==> config.mk <==
export PLATFORM = sky130hd
export DESIGN_NAME = rx_unit
export DESIGN_NICKNAME = d
export VERILOG_FILES = /design/src/rtl/uart_pkg.sv /design/src/rtl/baud_tick_gen.sv /design/src/rtl/rx_unit.sv
export SDC_FILE = /design/constraint.sdc
export NUM_CORES = 1
export LEC_CHECK = 0
export CAP_MARGIN = 30
export CORE_MARGIN = 3
export CORE_UTILIZATION = 45
export CTS_CLUSTER_SIZE = 40
export DETAILED_ROUTE_END_ITERATION = 6
export HOLD_SLACK_MARGIN = 0.1
export SLEW_MARGIN = 20
export SYNTH_ARGS = -nofsm -noshare
export SYNTH_HDL_FRONTEND = slang
export SYNTH_HIERARCHICAL = 1
export SYNTH_SLANG_ARGS = --single-unit
==> constraint.sdc <==
create_clock -name clock -period 3.35 [get_ports clock]
set_input_delay 0.335 -clock clock [delete_from_list [all_inputs] [get_ports clock]]
set_output_delay 0.335 -clock clock [all_outputs]
set_load 0.02 [all_outputs]
flops_by_reg.png
Scale bar: 20 um. Other sequential cells in the stronger grey, the rest of the logic in the fainter grey.
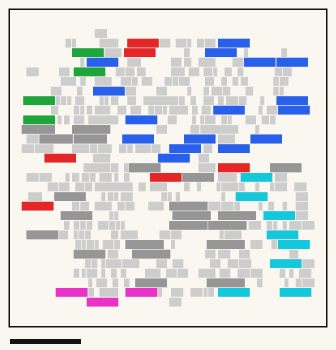
legend:
  blue:
    name_in_the_netlist: u_tick/cnt
    sequential_cells: 16
  cyan:
    name_in_the_netlist: data_out
    sequential_cells: 8
  red:
    name_in_the_netlist: cfg
    sequential_cells: 6
  magenta:
    name_in_the_netlist: bit_cnt
    sequential_cells: 3
  green:
    name_in_the_netlist: phase
    sequential_cells: 4
    where: north-west
total sequential power: 1010 uW
Flop area: 1505 um2
flop share of the area: 42.02%
fin util: 54.54%

placement.png
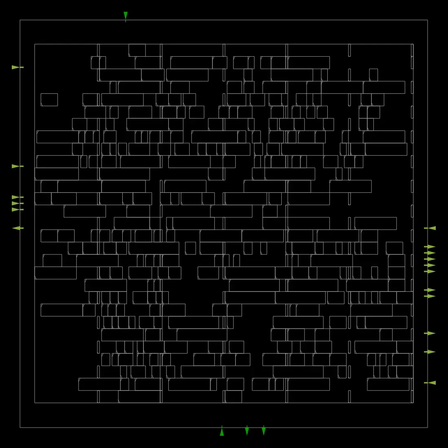
Tapcells: 93
num rows: 29
number of cells in the finished layout apart from fillers: 409
final sequential cell count: 58
Layout fillers: 591

placement_by_type.png
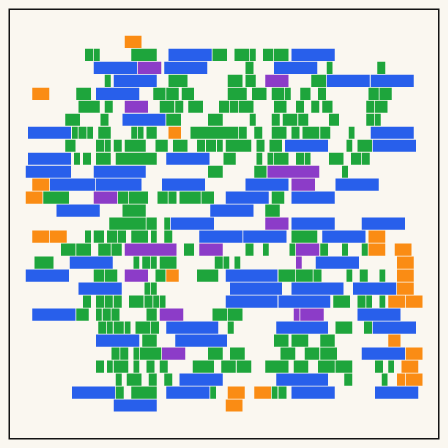
legend:
  orange:
    class: other buffers and delay cells
    cells: 24
  blue:
    class: flops
    cells: 58
  purple:
    class: clock drivers and dummy loads
    cells: 16
  green:
    class: combinational and other logic
    cells: 218
final design area excluding fillers: 3582 um2
Core Area: 6568 um2

layer_met3.png
Scale bar: 20 um.
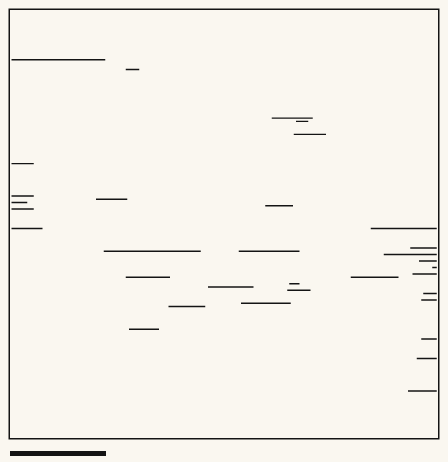
share of all routed wire: 3.8%
nets with wire on the layer: 27
main direction: horizontal
longest straight run: 20.0 um
GR Util met3: 3.923%
total routed wirelength: 5.834 mm
Vias: 2158

==> results.cfg <==
; flow metrics
[global_routing]
grtUsageTotal_pct = 16.47

[place]
dp_slack_ns = 0.4535

[logic_synthesis]
xor_share_pct = 7.237
yosys-top-cells-count = 45 x dfrtp_1, 29 x nand2_1, 17 x xnor2_1
ys_seq_share_pct = 47.83
ys_top_logic_family = simple AND/OR/NAND/NOR gates
topCellsByArea = dfrtp_1 36%, edfxtp_1 9.5%, xnor2_1 4.7%
synthMuxAreaShare_pct = 5.447

[outcome]
outcome = finished clean

[finish]
buffers = 24
area_growth_pct = 13.84
inverters = 10

[setup_path]
cp.required_ns = 3.31
worst-r2r-setup-slack_ns = 0.46

[final_timing]
finClkSkew_ns = 0.009029
drv_slew = 0
period_used_pct = 86.34
max_slew_margin_pct = 53.53

[clock_tree]
clockRootBuffer = clkbuf_8
cts_buffers = 9

[route]
post_drt_wl_per_cell_um = 14.26
drc = 0

[power_and_ir_drop]
ir_worst_vdd_uv = 392.1
## cell usage in the layout (no fill, tap or decap), drive strengths merged, types with 3 or more instances in the layout
cell / instances
nor4b: 3
nor4: 3
clkbuf: 14
a21oi: 14
and3: 3
nor2b: 3
or3: 3
nand2b: 6
nor3: 6
buf: 4
o31ai: 3
dfrtp: 45
a211oi: 10
nand2: 29
nand3: 13
xor2: 9
xnor2: 17
dfstp: 3
mux2: 5
a31o: 3
edfxtp: 10
ha: 5
inv: 10
mux2i: 10
nand4: 4
o21ai: 24
nor2: 13
clkdlybuf4s50: 19
## critical path, stage by stage (launching register included)
cell	delay (ns)
dfrtp_1	0.49
or3b_2	0.50
a21oi_1	0.15
o221a_2	0.36
and2_1	0.30
nand4b_4	0.17
nor2_1	0.54
## power breakdown
part / switching [uW] / internal [uW] / leakage, uW
sequential: 202 / 809 / 0.000724
clock: 267 / 481 / 0.000117
combinational: 340 / 323 / 0.000563
total: 809 / 1610 / 0.00140
## metal layers
| layer | track usage (%) | share of wire [%] | wire, um |
|---|---|---|---|
| met5 | 0 | 0 | 0 |
| met3 | 3.923 | 3.8 | 219 |
| met1 | 23.21 | 52 | 3023 |
| met2 | 24.07 | 43 | 2507 |
| met4 | 7.442 | 1.4 | 83 |
## metrics by stage
step / hold slack [ns] / utilization (%) / area (um2) / total power [uW]
6_report: 0.3566 / 54.54 / 3582 / 2422
5_1_grt: 0.3634 / 54.54 / 3582 / 2578
4_1_cts: 0.3572 / 54.54 / 3582 / 2438
3_5_place_dp: 0.3482 / 50.85 / 3339 / 1684
3_3_place_gp: 0.3468 / 50.85 / 3339 / 1680
2_1_floorplan: 0.03941 / - / 3147 / 1628
Power and IR drop assume default switching activity.
